==> src/rtl/sr_chain_bist.sv <==
// BIST master for the latch shift-register chain: flush, marker latency measurement, then a PRBS7 error count.
// Build option SR_BIST_INJECT_EN adds the inject_err port, which inverts transmitted PRBS bits.
module sr_chain_bist #(
  parameter int SHIFT_DIV = 2,
  parameter int MAX_LAT   = 255,
  parameter int LAT_W     = 8,
  parameter int NB_W      = 16,
  parameter int ERR_W     = 16
) (
  input  logic             clk,
  input  logic             rst_n,
`ifdef SR_BIST_INJECT_EN
  input  logic             inject_err,
`endif
  input  logic             start,
  input  logic [NB_W-1:0]  n_bits,
  input  logic             sr_out,
  output logic             sr_in,
  output logic             busy,
  output logic             done,
  output logic             pass,
  output logic             timeout,
  output logic [LAT_W-1:0] latency,
  output logic [ERR_W-1:0] err_cnt
);

  localparam int         DIV_W     = (SHIFT_DIV > 1) ? $clog2(SHIFT_DIV) : 1;
  localparam logic [6:0] PRBS_SEED = 7'h7F;

  typedef enum logic [2:0] {
    S_IDLE,
    S_FLUSH,
    S_MARK,
    S_PRBS,
    S_DONE
  } state_t;

  state_t           r_state;
  logic [DIV_W-1:0] r_div;
  logic [LAT_W-1:0] r_cnt;
  logic             r_marked;
  logic [NB_W-1:0]  r_nbits;
  logic [NB_W-1:0]  r_tx_left;
  logic [NB_W-1:0]  r_rx_left;
  logic [6:0]       r_tx_lfsr;
  logic [6:0]       r_rx_lfsr;
  logic             r_sr_in;
  logic             r_busy;
  logic             r_done;
  logic             r_pass;
  logic             r_timeout;
  logic [LAT_W-1:0] r_latency;
  logic [ERR_W-1:0] r_err_cnt;

  logic             w_strobe;
  logic             w_start_ok;
  logic             w_inject;
  logic             w_tx_bit;
  logic             w_mismatch;
  logic [LAT_W-1:0] w_cnt_inc;

  // x^7 + x^6 + 1, output taken from the MSB, new bit enters at the LSB.
  function automatic logic [6:0] prbs_step(input logic [6:0] s);
    return {s[5:0], s[6] ^ s[5]};
  endfunction

  assign w_strobe   = (r_div == DIV_W'(SHIFT_DIV - 1));
  assign w_start_ok = (r_state == S_IDLE) && start;
`ifdef SR_BIST_INJECT_EN
  assign w_inject   = inject_err;
`else
  assign w_inject   = 1'b0;
`endif
  assign w_tx_bit   = r_tx_lfsr[6] ^ w_inject;
  assign w_mismatch = sr_out ^ r_rx_lfsr[6];
  assign w_cnt_inc  = r_cnt + LAT_W'(1);

  // NOTE: sequential state uses non-blocking assignments so every branch sees pre-edge values,
  // which is also what makes sr_out the value sampled just before the strobe edge.
  always_ff @(posedge clk or negedge rst_n) begin
    if (!rst_n) begin
      r_div <= '0;
    end else if (w_start_ok || w_strobe) begin
      r_div <= '0;
    end else begin
      r_div <= r_div + DIV_W'(1);
    end
  end

  always_ff @(posedge clk or negedge rst_n) begin
    if (!rst_n) begin
      r_state   <= S_IDLE;
      r_cnt     <= '0;
      r_marked  <= 1'b0;
      r_nbits   <= '0;
      r_tx_left <= '0;
      r_rx_left <= '0;
      r_tx_lfsr <= PRBS_SEED;
      r_rx_lfsr <= PRBS_SEED;
      r_sr_in   <= 1'b0;
      r_busy    <= 1'b0;
      r_done    <= 1'b0;
      r_pass    <= 1'b0;
      r_timeout <= 1'b0;
      r_latency <= '0;
      r_err_cnt <= '0;
    end else begin
      r_done <= 1'b0;
      case (r_state)
        S_IDLE: begin
          r_sr_in <= 1'b0;
          if (start) begin
            r_nbits   <= n_bits;
            r_pass    <= 1'b0;
            r_timeout <= 1'b0;
            r_latency <= '0;
            r_err_cnt <= '0;
            r_busy    <= 1'b1;
            r_cnt     <= '0;
            r_marked  <= 1'b0;
            r_tx_lfsr <= PRBS_SEED;
            r_rx_lfsr <= PRBS_SEED;
            r_state   <= S_FLUSH;
          end
        end

        // A 1 still coming out after a full flush means the chain is stuck high.
        S_FLUSH: begin
          if (w_strobe) begin
            r_sr_in <= 1'b0;
            if (r_cnt == LAT_W'(MAX_LAT - 1)) begin
              r_cnt <= '0;
              if (sr_out) begin
                r_timeout <= 1'b1;
                r_done    <= 1'b1;
                r_state   <= S_DONE;
              end else begin
                r_state <= S_MARK;
              end
            end else begin
              r_cnt <= w_cnt_inc;
            end
          end
        end

        S_MARK: begin
          if (w_strobe) begin
            if (!r_marked) begin
              r_sr_in  <= 1'b1;
              r_marked <= 1'b1;
            end else begin
              r_sr_in <= 1'b0;
              if (sr_out) begin
                r_latency <= w_cnt_inc;
                r_cnt     <= '0;
                r_tx_left <= r_nbits;
                r_rx_left <= r_nbits;
                if (r_nbits == '0) begin
                  r_pass  <= 1'b1;
                  r_done  <= 1'b1;
                  r_state <= S_DONE;
                end else begin
                  r_state <= S_PRBS;
                end
              end else if (w_cnt_inc == LAT_W'(MAX_LAT)) begin
                r_timeout <= 1'b1;
                r_latency <= '0;
                r_done    <= 1'b1;
                r_state   <= S_DONE;
              end else begin
                r_cnt <= w_cnt_inc;
              end
            end
          end
        end

        // TX streams n_bits bits; RX waits latency strobes, then checks n_bits samples.
        S_PRBS: begin
          if (w_strobe) begin
            if (r_tx_left != '0) begin
              r_sr_in   <= w_tx_bit;
              r_tx_lfsr <= prbs_step(r_tx_lfsr);
              r_tx_left <= r_tx_left - NB_W'(1);
            end else begin
              r_sr_in <= 1'b0;
            end

            if (r_cnt != r_latency) begin
              r_cnt <= w_cnt_inc;
            end else begin
              r_rx_lfsr <= prbs_step(r_rx_lfsr);
              r_rx_left <= r_rx_left - NB_W'(1);
              if (w_mismatch && (r_err_cnt != '1)) begin
                r_err_cnt <= r_err_cnt + ERR_W'(1);
              end
              if (r_rx_left == NB_W'(1)) begin
                r_pass  <= !w_mismatch && (r_err_cnt == '0);
                r_done  <= 1'b1;
                r_state <= S_DONE;
              end
            end
          end
        end

        S_DONE: begin
          r_sr_in <= 1'b0;
          r_busy  <= 1'b0;
          r_state <= S_IDLE;
        end

        default: r_state <= S_IDLE;
      endcase
    end
  end

  assign sr_in   = r_sr_in;
  assign busy    = r_busy;
  assign done    = r_done;
  assign pass    = r_pass;
  assign timeout = r_timeout;
  assign latency = r_latency;
  assign err_cnt = r_err_cnt;

endmodule

==> config.mk <==
export PLATFORM = sky130hd
export DESIGN_NAME = sr_chain_bist
export DESIGN_NICKNAME = d
export VERILOG_FILES = /design/src/rtl/sr_chain_bist.sv
export SDC_FILE = /design/constraint.sdc
export NUM_CORES = 1
export LEC_CHECK = 0
export ABC_AREA = 1
export CAP_MARGIN = 20
export CELL_PAD_IN_SITES_DETAIL_PLACEMENT = 1
export CELL_PAD_IN_SITES_GLOBAL_PLACEMENT = 1
export CORE_MARGIN = 2
export CORE_UTILIZATION = 34
export DETAILED_ROUTE_END_ITERATION = 10
export GPL_TIMING_DRIVEN = 0
export MAX_ROUTING_LAYER = met4
export PLACE_DENSITY_LB_ADDON = 0.3
export SETUP_SLACK_MARGIN = 0.5
export SLEW_MARGIN = 25
export SYNTH_ARGS = -nofsm -noshare
export SYNTH_HDL_FRONTEND = slang
export SYNTH_SLANG_ARGS = --single-unit
==> constraint.sdc <==
create_clock -name clk -period 2.2 [get_ports clk]
set_input_delay 0.44 -clock clk [delete_from_list [all_inputs] [get_ports clk]]
set_output_delay 0.44 -clock clk [all_outputs]
set_load 0.05 [all_outputs]
==> impl.org, run 1 <==
#+TITLE: Synthesis and PnR summary

** Finish
- Proportion of final cell area spent on non-clock buffers :: between 10% and 20%
- In the final layout, the multi-input gates occupy 4179 um2.
- Number of inserted filler cells in the final layout :: around 2100
- Cells with a size suffix above 1 make up a little over two fifths of the layout.
- Per the area breakdown, the dominant cell category is logic gates.
- Multi-input gate count :: 653
- The most common logic cell in the final layout is sky130_fd_sc_hd__nand2_1.
- The fraction of cell area in sequential cells is reported as 27.07%.
- Multi-input gates account for 42.58% of the area.
- Non-clock inverters in the final layout number a little over 100.
- Total Nets Final :: 1084
- The sequential cells in the finished layout cover a total of between 2000 and 3000 um2.
- Compared with the post-synthesis result, the final layout area differs by 55.88%.

** STA
- Final clock period utilization by the worst path :: 90.77%
- Highest achievable clock rate :: 500.7 MHz
- The worst pin sits at a relative slew slack of between 60% and 70%.
- Per the final report, max-transition violations number 0.
- Final hold slack :: 0.01173 ns
- Number of endpoints failing setup at the final stage :: 0
- Setup repair after global routing could not meet its margin everywhere.
- Hold Fails Final Rpt :: 0
- Transition time of the tightest slew-check pin :: around 0.56 ns
- The final timing report lists clock skew as ~0.017 ns.

** Route
- Routed Antenna Nets :: 0
- Residual DRC count :: 2
- Detailed router's first-iteration violation count :: slightly below 500
- The script logs the ratio of routed vias to standard cells as 5.290.
- The first detailed-routing pass took 8 iterations.

** Critical path
- Maximum fanout along the worst path :: 9
- Crit path DAT :: 2.30 ns
- In the setup report, the worst path falls into the class flip-flop to flip-flop.
- OpenSTA lists the critical path endpoint as r_cnt[5]$_DFFE_PN0P_.
- The critical path goes through buf_4, inv_4, nand3b_1, buf_4, nand2_1, nor2_1, nand2_1, clkinv_2, nand2_4, nand2_1, nand2_1.
- Worst setup slack for register-to-register paths :: between 0.2 and 0.25 ns
- R2r worst-path depth :: 11
- Per the timing report, the most critical flop-to-flop path originates at r_state[1]$_DFFE_PN0P_.
- Worst path depth :: 11
- For this run, the slowest stage of the critical path takes around 0.44 ns.
- Most frequent cell on the critical path :: sky130_fd_sc_hd__nand2_1
- Setup crit start kind :: flip-flop
- Buf/Inv on CP :: 4
- Critical path's top delay family :: simple AND/OR/NAND/NOR gates
- In this run the worst setup path begins at r_state[1]$_DFFE_PN0P_.

** Yosys
- Mean cell area of the mapped netlist :: just over 7 um2
- Gate count of the mapped netlist :: 884
- The synthesis run shows multiplexers occupying 1.073% of the cell area.
- Nets at Floorplan :: ~910
- Grouping non-sequential cells by family puts the most area in simple AND/OR/NAND/NOR gates.
- XOR/XNOR Fraction of Synth Area :: 4.312%
- Synthesized-area fraction occupied by adder cells :: under 10%
- The stat command in Yosys gives a chip area of about 6300 um2.
- Of the total synthesized cell area, the portion taken by AND, OR, NAND and NOR gates is between 30% and 40%.

** Place
- Final weighted congestion in routability-driven placement :: roughly 0.83
- Per the detailed placement report, the placed cell area equals ~7100 um2.
- For this run the detailed placement stage logged an HPWL of about 14000 um.
- Cell count after placement :: ~1200

** Clock network
- Resized cells post-CTS :: 216
- Buffer count from post-CTS setup fixing :: about 58
- TritonCTS built the clock tree.
- Per the post-CTS timing run, clock transition at the registers of the reported paths is around 0.08 ns.

** Floorplanning
- Die outline area :: roughly 20000 um2
- According to the floorplan report, the die width is 140.1 um.
- Floorplan-stage core utilization :: a little over a third
- For reference, the placement row count at floorplan is ~49.
- During I/O placement, the number of pins put on the boundary was slightly below 50.

** GRT
- The first global-routing pass estimated between 30000 and 40000 um of wire.
- Entering global routing, the biggest net connects between 50 and 60 pins.
- Global router's overall resource usage :: between 20% and 30%
- The initial antenna violation count is 0.
- The number of global-route vias before repair is around 6700.
- Leftover overflow at the end of global routing :: 0

** Power
- Leakage power :: around 4.6 nW
- Per the OpenROAD power report, switching power amounts to 6.277 mW.
- The completed layout was analyzed and its total power is around 13 mW.
- Cell internal power was estimated by the tool at 6.689 mW.
- Switching part of the total :: roughly half
- Per the summary, power density relative to cell area is approximately 1300 nW/um2.

** Run
- Maximum Capacitance Violations :: 0
- Number of warnings the tools reported :: 31

** Outcome
- The final reports fail on DRC.
- The flow ran to the end, but the final reports show violations.
run 1: layer usage:
metal / vias up / routed length [um] / global-route usage [%]
met5: - / 0 / -
met4: 0 / 805 / 6.061
met3: 61 / 873 / 2.598
met2: 190 / 13440 / 38.89
met1: 3417 / 11160 / 30.38
li1: 3161 / - / -
run 1: synthesized netlist by cell type (all sizes together):
cell	number	area share, %
nand3	71	5.7
a31o	2	0.28
xor2	19	2.6
dfrtp	90	36
nor3	18	1.4
nor3b	3	0.36
nor4	1	0.099
nor2	128	7.9
clkbuf	9	0.54
and2	1	0.099
buf	16	1.7
xnor2	12	1.7
a21oi	27	2.3
mux2	6	1.1
a21boi	2	0.24
o31ai	1	0.12
nand3b	4	0.48
nand2	272	17
nor4b	1	0.14
dfstp	14	5.8
clkinv	1	0.060
ha	7	1.4
o211ai	1	0.12
inv	102	6.2
a31oi	2	0.20
o21ai	51	4.2
a22oi	14	1.7
and3	1	0.099
nand4	8	0.89
run 1: stage by stage:
stage	setup WS, ns	setup TNS (ns)	util (%)
detailed placement	-0.07930	-1.686	39.42
CTS	0.3589	0	46.91
global placement	-4.082	-370.38	39.26
global route	0.1695	0	54.26
finish	0.2030	0	54.26
floorplan	0.5072	0	-
run 1: power by group through the flow:
stage	combinational (mW)	sequential (mW)	clock [mW]
floorplan	2.93	3.05	0
global placement	4.23	3.02	0
detailed placement	4.33	3.05	0
CTS	5.93	3.01	1.63
global route	8.63	3.23	1.73
finish	8.13	3.17	1.66
run 1: sequential cells by signal, indices dropped and copies added, names as in the netlist, 3 cells and up:
register	count
r_cnt	8
r_state	3
r_nbits	16
r_rx_left	16
r_rx_lfsr	7
err_cnt	16
r_tx_left	16
latency	8
r_tx_lfsr	7
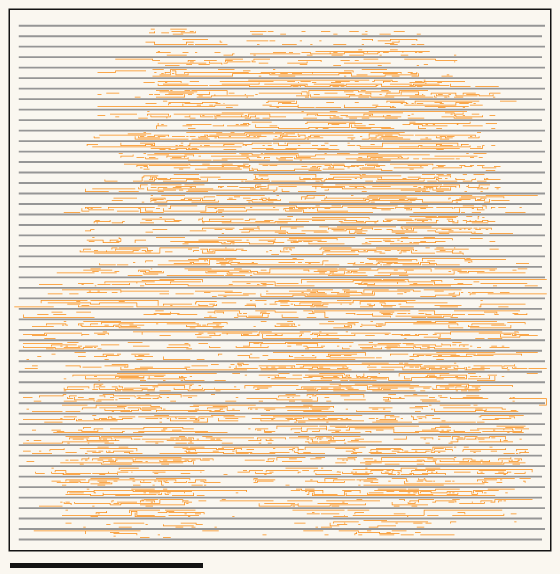
Run 1: the metal 1 layer
Scale bar: 50 um. Supply wires on this layer in grey.
- wire length on this layer: 11200 um
- share of all routed wire: 42%
- nets with wire on the layer: 1025
- longest straight run: 46.9 um

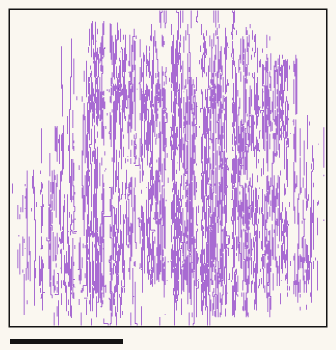
Run 1: signal wires on met2
Scale bar: 50 um.
- share of all routed wire: 51%
- wire length on this layer: 13400 um
- longest straight run: 101 um
total vias in the final route: 6829
met2 Use GR: 38.89%
total detailed-routing wirelength: 26280 um

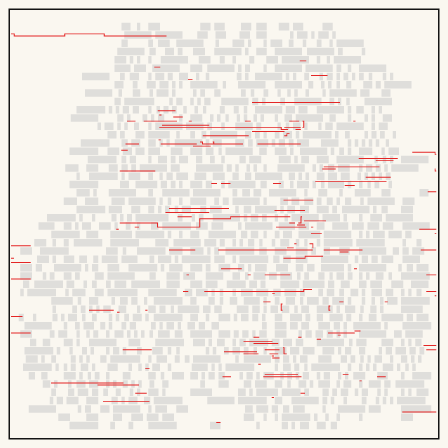
Run 1: met3 routing
- main direction: horizontal
- nets with wire on the layer: 91
global routing met3 resource utilization: 2.598%

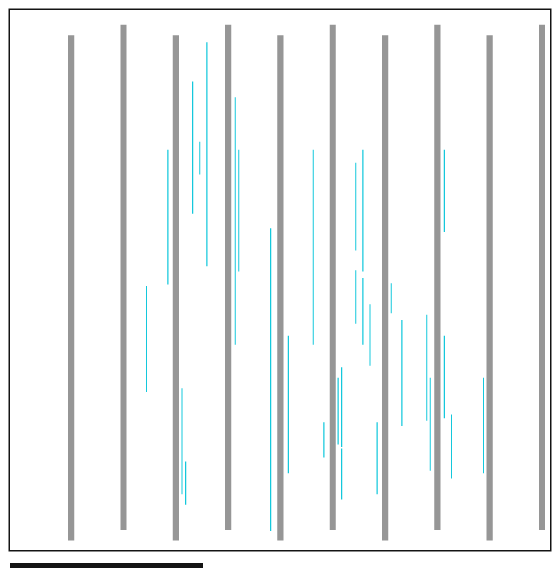
Run 1: signal wires on met4
Scale bar: 50 um. Supply wires on this layer in grey.
- share of all routed wire: 3.1%
- wire length on this layer: 805 um
- nets with wire on the layer: 27

Run 1, routing congestion:
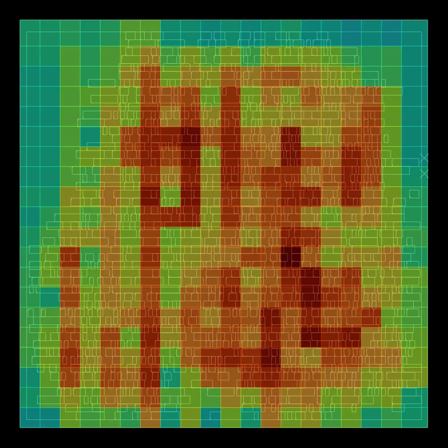

--- run 2 (diff from run 1) ---
CELL_PAD_IN_SITES_DETAIL_PLACEMENT = default   (was 1)
CELL_PAD_IN_SITES_GLOBAL_PLACEMENT = default   (was 1)
SLEW_MARGIN = 20   (was 25)
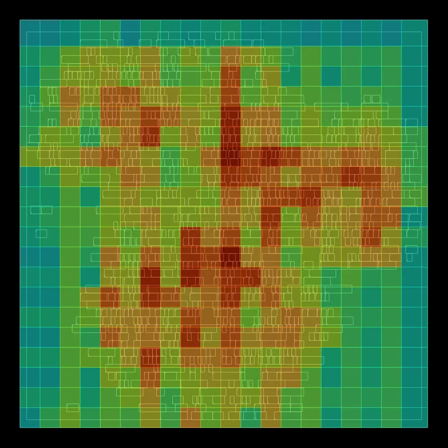
Run 2: routing congestion
met1 track demand over resource in global routing: 24.54%
global routing met3 resource utilization: 2.735%
gr busiest metal: met2

==> impl.org, run 2 <==
#+TITLE: Synthesis and PnR summary

** Critical path
- On the critical path the largest part of the delay comes from buffers and inverters.
- The data arrival time reported for the critical path is 2.04 ns.
- Setup crit start kind :: flip-flop
- The setup path with the least slack is of type flip-flop to flip-flop.
- Of all nets on the critical path, the largest fanout is 8.
- Buf/Inv on CP :: 4
- Worst Path Required :: 2.45 ns
- In this run the critical path is formed by buf_6, nor2_4, buf_6, nand2_4, a21oi_4, clkinv_4, buf_8, nand2_1, o21ai_2.
- Per STA, the highest per-stage delay on the worst path measures between 0.4 and 0.5 ns.

** STA
- Shortest clock period the worst path allows after layout :: approximately 1.8 ns
- Number of endpoints failing setup at the final stage :: 0
- Final clock period utilization by the worst path :: roughly four fifths
- Looking at the max-slew report, the worst-margin pin has a slew of slightly above 0.5 ns.
- Max_slew headroom :: around 66%
- Final critical-path setup slack :: roughly 0.42 ns
- Endpoints failing hold in the final report were tallied at 0.
- Highest achievable clock rate :: between 500 and 600 MHz
- Setup repair after global routing could not meet its margin everywhere.
- The most critical hold endpoint after final layout shows a slack of roughly 0.023 ns.
- The final timing report lists a max-slew violation count of 0.
- Final clock skew :: 0.01261 ns

** Route
- The detailed router placed 6204 vias in this run.
- Average wire per cell in the routed design :: around 15 um
- Uppermost layer routed :: met4
- Residual DRC count :: 0
- Mean number of vias per cell :: 5.007
- Routed Antenna Nets :: 0
- Detail Route met2 WL :: around 8900 um
- Total detailed-routing wirelength :: roughly 18000 um
- Detailed router's first-iteration violation count :: between 400 and 500
- Routed length on met3 :: 811 um
- M1 wire length :: roughly 8400 um
- Router iterations before antenna repair :: 7

** Floorplanning
- The floorplan step set the die width to about 140 um.
- In the floorplan report the effective utilization is 34.81%.
- Die outline area :: just under 20000 um2
- Number of placed I/O pins :: 49
- Number of placement rows :: between 40 and 50

** Finish
- Final core utilization :: 47.89%
- Total Nets Final :: 1032
- Area added between synthesis and finish :: 37.56%
- The most common logic cell in the final layout is sky130_fd_sc_hd__nand2_1.
- Number of inserted filler cells in the final layout :: between 1500 and 2000
- Per the final layout report, the fraction of cells sized above drive strength 1 comes to approximately a third.
- The final report lists a non-filler cell total of 1239.

** Yosys
- Nets at Floorplan :: about 910
- Per the post-synthesis stats, the area per cell is 7.122 um2.
- Gate count of the mapped netlist :: roughly 880
- The cell type that accounts for the most area after synthesis is sky130_fd_sc_hd__dfrtp_1.
- Synth Warn # :: 0
- YS chip area :: around 6300 um2
- In this run, distinct cell masters in the synthesized netlist total 42.
- Post-synth area hogs :: sky130_fd_sc_hd__dfrtp_1 36%, sky130_fd_sc_hd__nand2_1 16%, sky130_fd_sc_hd__nor2_1 7.5%
- Number of flops mapped to enable cells by yosys :: 0
- Area share of the largest cell type after synthesis :: 35.77%
- Fraction of synthesis flops using an asynchronous set or reset pin :: 100.0%
- The synthesis stats list as the most numerous cell sky130_fd_sc_hd__nand2_1.
- For this run, the leading register cell type out of synthesis is sky130_fd_sc_hd__dfrtp_1.
- Leading cell types by count after synthesis :: 264 x sky130_fd_sc_hd__nand2_1, 125 x sky130_fd_sc_hd__nor2_1, 95 x sky130_fd_sc_hd__inv_1

** Power
- Internal power comes to between 5 and 6 mW.
- Top power consumer group :: combinational logic
- Total power of the final layout :: 10.66 mW
- Summed over all sequential cells, the power is between 3 and 4 mW.
- Ratio of total power to cell area :: 1230 nW/um2
- Leakage power :: a little over 4 nW
- In this run, power in combinational logic comes to 6.04 mW.
- Switching part of the total :: between 40% and 50%
- Summed over all nets, the switching power comes to between 4 and 5 mW.
- Looking at the power breakdown, the clock network takes roughly 15% of the total.

** GRT
- Largest net degree at the start of global routing :: about 54
- Antenna violations before repair :: 0
- Wire length of the first global-routing pass :: between 20000 and 30000 um
- Global router's overall resource usage :: between 10% and 20%
- Met2 Use GR :: a little under a third
- Number of global-route vias before repair :: 5671
- Leftover overflow at the end of global routing :: 0

** Place
- The number of placed instances, taps included, is about 1200.
- Placed wire-length estimate after detailed placement :: around 12000 um
- Per the detailed placement report, the placed cell area equals a little over 7000 um2.
- Timing analysis after detailed placement gives a worst setup slack of -0.05366 ns.

** Clock network
- Clock-pin slew was measured on the worst setup and hold paths at roughly 0.070 ns.
- Clock tree from TritonCTS :: yes
- Number of clock sinks :: 104

** Outcome
- The flow ran to the end, and the final reports show no timing, DRC or antenna violations.

** Run
- Maximum Capacitance Violations :: 0
-- run 2: cell counts after synthesis --
No cell type changed its count.
-- run 2: area by class of cell --
cell class                 count  area [um2]  area share (%)
timing repair buffer         109        1066           12.31
clock inverter                 7       56.30          0.6501
clock buffer                   9       225.2           2.600
sequential                   104        2653           30.63
buffer                        25       251.5           2.904
tap                          229       286.5           3.308
inverter                     103       421.7           4.869
multi-input combinational    653        3701           42.73
-- run 2: cell families (layout without fill, tap and decap cells) --
family | Yosys count | in the layout | share of synthesized area (%)
xor gates and xnor gates | 31 | 31 | 4.312
buffers and inverters | 128 | 253 | 8.485
muxes | 6 | 6 | 1.073
DFF | 104 | 104 | 41.61
adders and majority gates | 7 | 7 | 1.391
and+or+nand+nor | 508 | 509 | 34.00
AOI/OAI and AO/OA | 100 | 100 | 9.122
-- run 2: repair_timing --
action                     4_1_cts  5_1_grt
setup endpoints to repair      130      100
resized                        171      150
pin swaps                       20       39
setup buffers                   34       20
cloned                           2        6
-- run 2: worst paths after layout --
check                                                  to  cells after the start                      from  slack, ns
worst max-delay path            r_tx_left[14]$_DFFE_PN0P_                      9    r_state[2]$_DFFE_PN0P_       0.42
worst min-delay path            r_tx_left[10]$_DFFE_PN0P_                      1                     rst_n       0.02
worst max register to register  r_tx_left[14]$_DFFE_PN0P_                      9    r_state[2]$_DFFE_PN0P_       0.42
worst min register to register   r_rx_lfsr[5]$_DFFE_PN1P_                      2  r_rx_lfsr[4]$_DFFE_PN1P_       0.48
max in group asynchronous          latency[2]$_DFFE_PN0P_                      2                     rst_n       1.51
min in group clk                 r_rx_lfsr[5]$_DFFE_PN1P_                      2  r_rx_lfsr[4]$_DFFE_PN1P_       0.48
No activity file was given, so power comes from the tool's default toggle rates.
